<file path="src/rtl/core_mem.sv">
// Byte-wide program/data memory for the stack-machine core: streams a program in, holds the core in reset until done, then decodes 0xFF-marker stores.
// Optional feature: define CORE_MEM_STORE_GUARD_EN to refuse arming on marker cycles at address 0.
module core_mem #(
  parameter int         DEPTH = 32,
  parameter logic [7:0] FILL  = 8'h0F
) (
  input  logic       clock,
  input  logic       reset_n,
  input  logic [7:0] mem_addr,
  input  logic [7:0] core_data_out,
  output logic [7:0] core_data_in,
  output logic       core_reset,
  input  logic       ld_start,
  input  logic       ld_valid,
  input  logic [7:0] ld_data,
  input  logic       ld_last,
  output logic       ld_ready,
  output logic       wr_strobe
);

  localparam int         AW      = (DEPTH > 1) ? $clog2(DEPTH) : 1;
  localparam logic [8:0] DEPTH_W = 9'(DEPTH);

  localparam logic [1:0] S_IDLE  = 2'd0;
  localparam logic [1:0] S_LOAD  = 2'd1;
  localparam logic [1:0] S_RUN   = 2'd2;
  localparam logic [1:0] S_ARMED = 2'd3;

  logic [1:0]    state_reg, state_next;
  logic [AW-1:0] ld_ptr_reg, ld_ptr_next;
  logic [7:0]    mem_reg [DEPTH];

  logic          addr_in_range;
  logic [AW-1:0] addr_idx;
  logic          arm_cond;
  logic          wr_en;
  logic [AW-1:0] wr_idx;
  logic [7:0]    wr_data;

  assign addr_in_range = ({1'b0, mem_addr} < DEPTH_W);
  assign addr_idx      = mem_addr[AW-1:0];

`ifdef CORE_MEM_STORE_GUARD_EN
  // Halt/decode cycles sit at pc 0; a real store marker never does.
  assign arm_cond = (core_data_out == 8'hFF) && (mem_addr != 8'h00);
`else
  assign arm_cond = (core_data_out == 8'hFF);
`endif

  // Read path is combinational so the core sees data on the edge it drives the address.
  assign core_data_in = addr_in_range ? mem_reg[addr_idx] : FILL;

  assign core_reset = (state_reg == S_IDLE) || (state_reg == S_LOAD);
  // A restart pulse suppresses the transfer so the byte is not written at the stale pointer.
  assign ld_ready   = (state_reg == S_LOAD) && !ld_start;

  always_comb begin
    state_next  = state_reg;
    ld_ptr_next = ld_ptr_reg;
    wr_en       = 1'b0;
    wr_idx      = ld_ptr_reg;
    wr_data     = ld_data;
    wr_strobe   = 1'b0;
    if (ld_start) begin
      state_next  = S_LOAD;
      ld_ptr_next = '0;
    end else begin
      case (state_reg)
        S_LOAD: begin
          if (ld_valid) begin
            wr_en       = 1'b1;
            ld_ptr_next = ld_ptr_reg + 1'b1;
            if (ld_last || (ld_ptr_reg == AW'(DEPTH - 1)))
              state_next = S_RUN;
          end
        end
        S_RUN: begin
          if (arm_cond)
            state_next = S_ARMED;
        end
        S_ARMED: begin
          state_next = S_RUN;
          if (addr_in_range) begin
            wr_en     = 1'b1;
            wr_idx    = addr_idx;
            wr_data   = core_data_out;
            wr_strobe = 1'b1;
          end
        end
        default: state_next = S_IDLE;
      endcase
    end
  end

  always_ff @(posedge clock or negedge reset_n) begin
    if (!reset_n) begin
      state_reg  <= S_IDLE;
      ld_ptr_reg <= '0;
    end else begin
      state_reg  <= state_next;
      ld_ptr_reg <= ld_ptr_next;
    end
  end

  // Per-entry registers so an asynchronous reset restores FILL everywhere at once.
  genvar gi;
  generate
    for (gi = 0; gi < DEPTH; gi++) begin : g_mem
      always_ff @(posedge clock or negedge reset_n) begin
        if (!reset_n)
          mem_reg[gi] <= FILL;
        else if (wr_en && (wr_idx == AW'(gi)))
          mem_reg[gi] <= wr_data;
      end
    end
  endgenerate

endmodule

</file>
<file path="config.mk">
export PLATFORM = sky130hd
export DESIGN_NAME = core_mem
export DESIGN_NICKNAME = d
export VERILOG_FILES = /design/src/rtl/core_mem.sv
export SDC_FILE = /design/constraint.sdc
export NUM_CORES = 1
export LEC_CHECK = 0
export ABC_AREA = 1
export CAP_MARGIN = 20
export CELL_PAD_IN_SITES_DETAIL_PLACEMENT = 1
export CELL_PAD_IN_SITES_GLOBAL_PLACEMENT = 1
export CORE_MARGIN = 4
export CORE_UTILIZATION = 49
export DETAILED_ROUTE_END_ITERATION = 16
export PLACE_DENSITY_LB_ADDON = 0.05
export SETUP_SLACK_MARGIN = 0.5
export SKIP_CTS_REPAIR_TIMING = 1
export SLEW_MARGIN = 20
export SYNTH_ARGS = -nofsm -noshare
export SYNTH_HDL_FRONTEND = slang
export SYNTH_SLANG_ARGS = --single-unit
</file>
<file path="constraint.sdc">
create_clock -name clock -period 4.66 [get_ports clock]
set_input_delay 0.699 -clock clock [delete_from_list [all_inputs] [get_ports clock]]
set_output_delay 0.699 -clock clock [all_outputs]
set_load 0.005 [all_outputs]
</file>
### The metal 3 layer, run 1

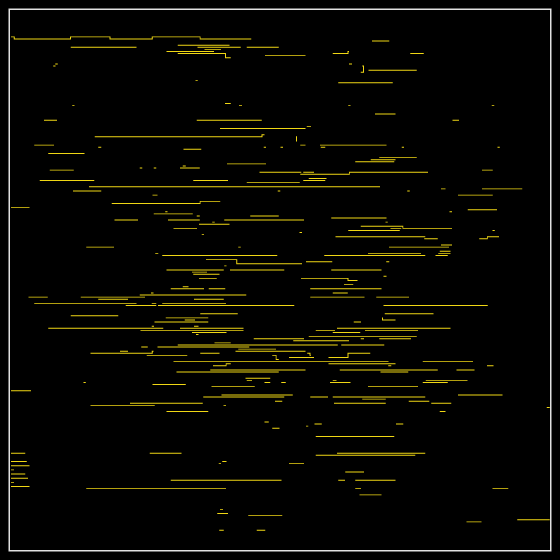
nets with wire on the layer	129
wire length on this layer	2870 um

### Logic cells by family, run 1

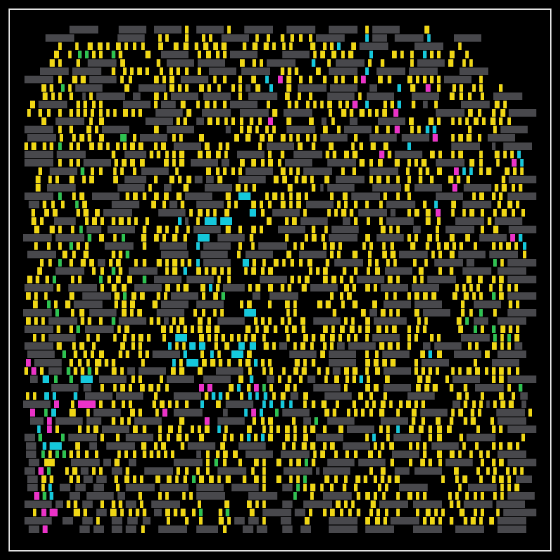
family	color	cells	most used
inverters	green	58	inv_1
NOR gates	cyan	78	nor2_1
inverting AOI/OAI gates	magenta	32	o21ai_0
NAND gates	yellow	1385	nand2_1

### The metal 2 layer, run 1

The bar under the picture is 50 um long.
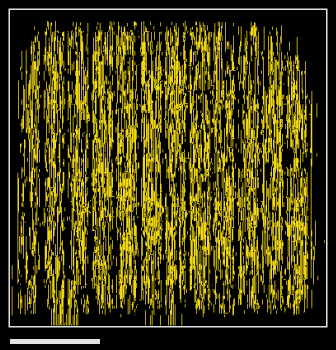
wire length on this layer	24.1 mm
main direction	vertical
longest straight run	83.0 um
nets with wire on the layer	1562

==> results.cfg, run 1 <==
; implementation run metrics
[cells_and_area]
area_dominant_class = sequential cells
final-seq-area_um2 = 6740
n_all_buffers = 79
fin_area_um2 = 15500
inverters = 58
finalNetCount = 1960
combGateArea_um2 = 6360
sh_seq_area_pct = 43.4
final_util_pct = 55.8
buffer_area_share_pct = 4.83
comb_share_pct = 40.9
design.seq.count = 263

[place]
numPlacedInstances = 2275
finalWeightedCongestion = 0.901
port_buffers = 39
preCtsSetupSlack_ns = 0.892

[grt]
grt.busiest_layer = met2
grt_pass1_wl_um = 80200
use_met1_pct = 45.0
grt_max_degree = 116
use_met2_pct = 53.2
grt_pass1_vias = 14100
antenna_found_initial = 0

[power]
power.switching_uw = 1530
p_int_uw = 4000
finalPower_uw = 5530
sequentialPower_uw = 2480
power_leader = sequential cells
p_per_area_nw_per_um2 = 356
peakVddDrop_mv = 0.287
comb_power_share_pct = 11.4

[synthesis]
ys.flop_type = dfrtp_1
aoi_share_pct = 1.20
netlist_area_um2 = 13900
ys_seq_share_pct = 48.5
synth_flops = 263
synthXorXnorAreaFrac_pct = 0
yosys.area_share.simple_pct = 44.3
yosysWarnings = 0
syn-instance-count = 1943

[routing]
met2_wirelength_um = 24100
drcViolationCount = 0
routed_via_density = 5.79
top_layer = met4
met3_length_um = 2870
postRouteAntennaNets = 0

[critical_path]
critPathMostFrequentCell = nand2_1
path_buffers = 3
r2r_slack_ns = 1.68
startpoint = mem_addr[0]
cp_top_family = buffers and inverters
ff2ff_path_depth = 7
cp_max_fo = 57
startpoint_type = input port
slowest_delay_ns = 0.60
cp-endpoint = core_data_in[5]
cp.arrival_ns = 3.06

[floorplan]
die_h_um = 176
chipArea_um2 = 31100
core_area_um2 = 27900

[clock_tree]
cts_buffers = 30
clock_latency_ns = 0.57
clk_pin_slew_worst_paths_ns = 0.06

[final_timing]
max-slew-margin-rel_pct = 35.0
hold_viol = 0
fmax_ghz = 0.266
fin_tns_setup_ns = 0
final.setup.worst_slack_ns = 0.901

[flow_run]
warnings = 28

[outcome]
status = complete, no violations
### Sequential cells grouped by signal name, run 1

The bar under the picture is 50 um long.
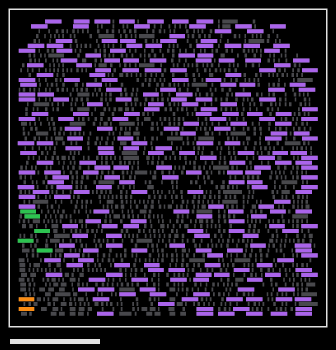

## Run 2: what changed since run 1
- CORE_UTILIZATION: 49 -> 41
- clock period: 4.66 -> 3.27 ns (I/O delays scaled with it)
### Sequential cells grouped by signal name, run 2

The bar under the picture is 50 um long.
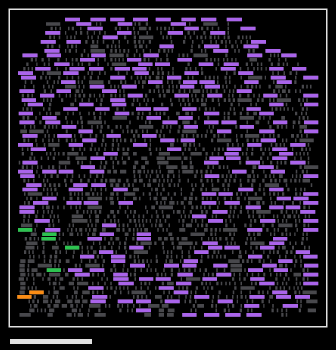
netlist name	color	placed flops
ld_ptr_reg	green	5
state_reg	orange	2
mem_reg	purple	256

### Logic cells by family, run 2

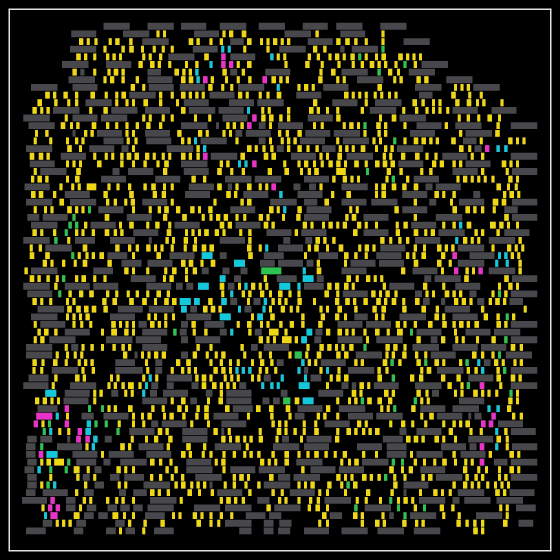
Post-Layout Cell Count: 2474
logic share of the area: 38.3%
most instantiated logic cell after routing: nand2_1

### Routing congestion, run 2

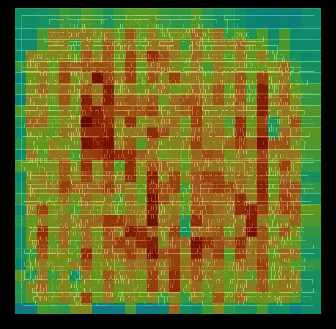
layer with the highest usage: met2
total track usage: 28.5%
M1 GR Usage: 38.6%

==> run 2 against run 1 <==
Compared with the run above:
- the run now ends with negative hold slack left
- core utilization is 5.8 points lower
- cell area is 7.5% higher
- critical path depth is 2 higher
==> results.cfg, run 2 <==
; implementation run metrics
[grt]
grt_pass1_wl_um = 81300
grt_max_degree = 84
antenna_found_initial = 0
use_met2_pct = 47.4

[routing]
met3_length_um = 2590
met2_wirelength_um = 25800
routed_via_density = 5.47
top_layer = met4
postRouteAntennaNets = 0

[cells_and_area]
sh_seq_area_pct = 40.4
final_util_pct = 49.9
fin_area_um2 = 16700
n_all_buffers = 147
final-seq-area_um2 = 6740
inverters = 58
finalNetCount = 2032

[final_timing]
max-slew-margin-rel_pct = 51.5
fmax_ghz = 0.353
hold_viol = 8
holdWs_ns = -0.0176

[critical_path]
startpoint_type = input port
startpoint = mem_addr[1]
cp.arrival_ns = 2.34
slowest_delay_ns = 0.49
cp_max_fo = 27
cp-endpoint = core_data_in[4]

[power]
finalPower_uw = 8270
p_int_uw = 6010
power_leader = clock
p_per_area_nw_per_um2 = 495
peakVddDrop_mv = 0.364
power.switching_uw = 2270

[synthesis]
synthXorXnorAreaFrac_pct = 0
netlist_area_um2 = 13900
ys_seq_share_pct = 48.5
synth_flops = 263
syn-instance-count = 1943
aoi_share_pct = 1.20
yosysWarnings = 0

[outcome]
violations = negative hold slack
status = complete, but fails checks

[clock_tree]
clock_latency_ns = 0.53
cts_buffers = 34
clk_pin_slew_worst_paths_ns = 0.06

[floorplan]
core_area_um2 = 33400
die_h_um = 192

[place]
finalWeightedCongestion = 0.921
port_buffers = 39

[flow_run]
warnings = 27
### The metal 2 layer, run 2

The bar under the picture is 50 um long.
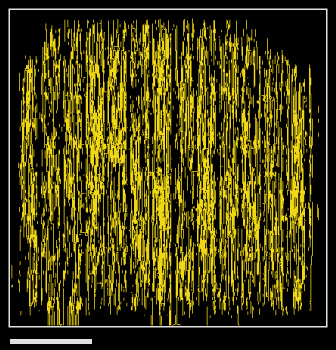

## Run 3: what changed since run 2
- CORE_UTILIZATION: 41 -> 43
- DONT_BUFFER_PORTS: default -> 1
### The metal 2 layer, run 3

The bar under the picture is 50 um long.
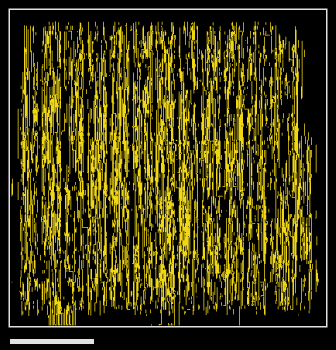
total routed wirelength: 50600 um
Via Count: 13100
met2 GRT Util: 46.0%

### Sequential cells grouped by signal name, run 3

The bar under the picture is 50 um long.
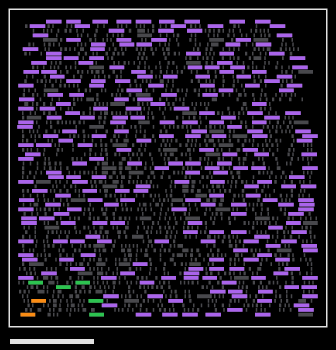
netlist name	color	placed flops
state_reg	orange	2
ld_ptr_reg	green	5
mem_reg	purple	256

==> run 3 against run 2 <==
Compared with the run above:
- the flow still finishes with violations (negative hold slack)
- cell count is 5.0% lower
- via count is 3.5% lower
- cell area is 7.0% lower
==> results.cfg, run 3 <==
; implementation run metrics
[outcome]
status = complete, but fails checks
violations = negative hold slack

[critical_path]
cp.arrival_ns = 2.94
crit_type = register to register
path_buffers = 1
slowest_delay_ns = 0.43
startpoint_type = register
cp_max_fo = 84
cp-endpoint = mem_reg[223]
startpoint = state_reg[0]

[grt]
grt_pass1_wl_um = 79700
grt.busiest_layer = met2
grt_max_degree = 264
antenna_found_initial = 1

[power]
p_int_uw = 5840
finalPower_uw = 7930
p_per_area_nw_per_um2 = 510
power.switching_uw = 2090
peakVddDrop_mv = 0.391
power_leader = clock

[floorplan]
initCoreUtil_pct = 43.8
die_h_um = 188
core_area_um2 = 31700

[final_timing]
holdWs_ns = -0.316
max-slew-margin-rel_pct = 37.3
period_used_pct = 78.1
skew_ns = 0.0115
hold_viol = 156

[cells_and_area]
comb_share_pct = 41.0
inverters = 58
clkCellAreaFrac_pct = 6.99
final-seq-area_um2 = 6740
sh_seq_area_pct = 43.4
layout_top_cell = nand2_1
finalNonFillerCells = 2351
final_util_pct = 49.0
finalNetCount = 1953
n_all_buffers = 68
area_dominant_class = sequential cells

[synthesis]
aoi_share_pct = 1.20
syn-instance-count = 1943
synth_flops = 263
yosys-stat-cells = 1943
netlist_area_um2 = 13900
yosysWarnings = 0
synthAdderAreaFrac_pct = 0.180
synth-area-yosys_um2 = 13900
synthXorXnorAreaFrac_pct = 0

[routing]
top_layer = met4
met2_wirelength_um = 23500
postRouteAntennaNets = 0
routed_via_density = 5.55

[clock_tree]
clock_latency_ns = 0.51
cts_buffers = 34
clk_pin_slew_worst_paths_ns = 0.05
cts_root_buffer = clkbuf_16

[place]
port_buffers = 0
finalWeightedCongestion = 0.848

[flow_run]
warnings = 33
### Routing congestion, run 3

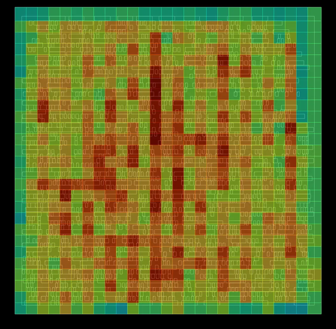
GRT met3 Usage: 4.47%
M1 GR Usage: 40.0%
total track usage: 28.5%

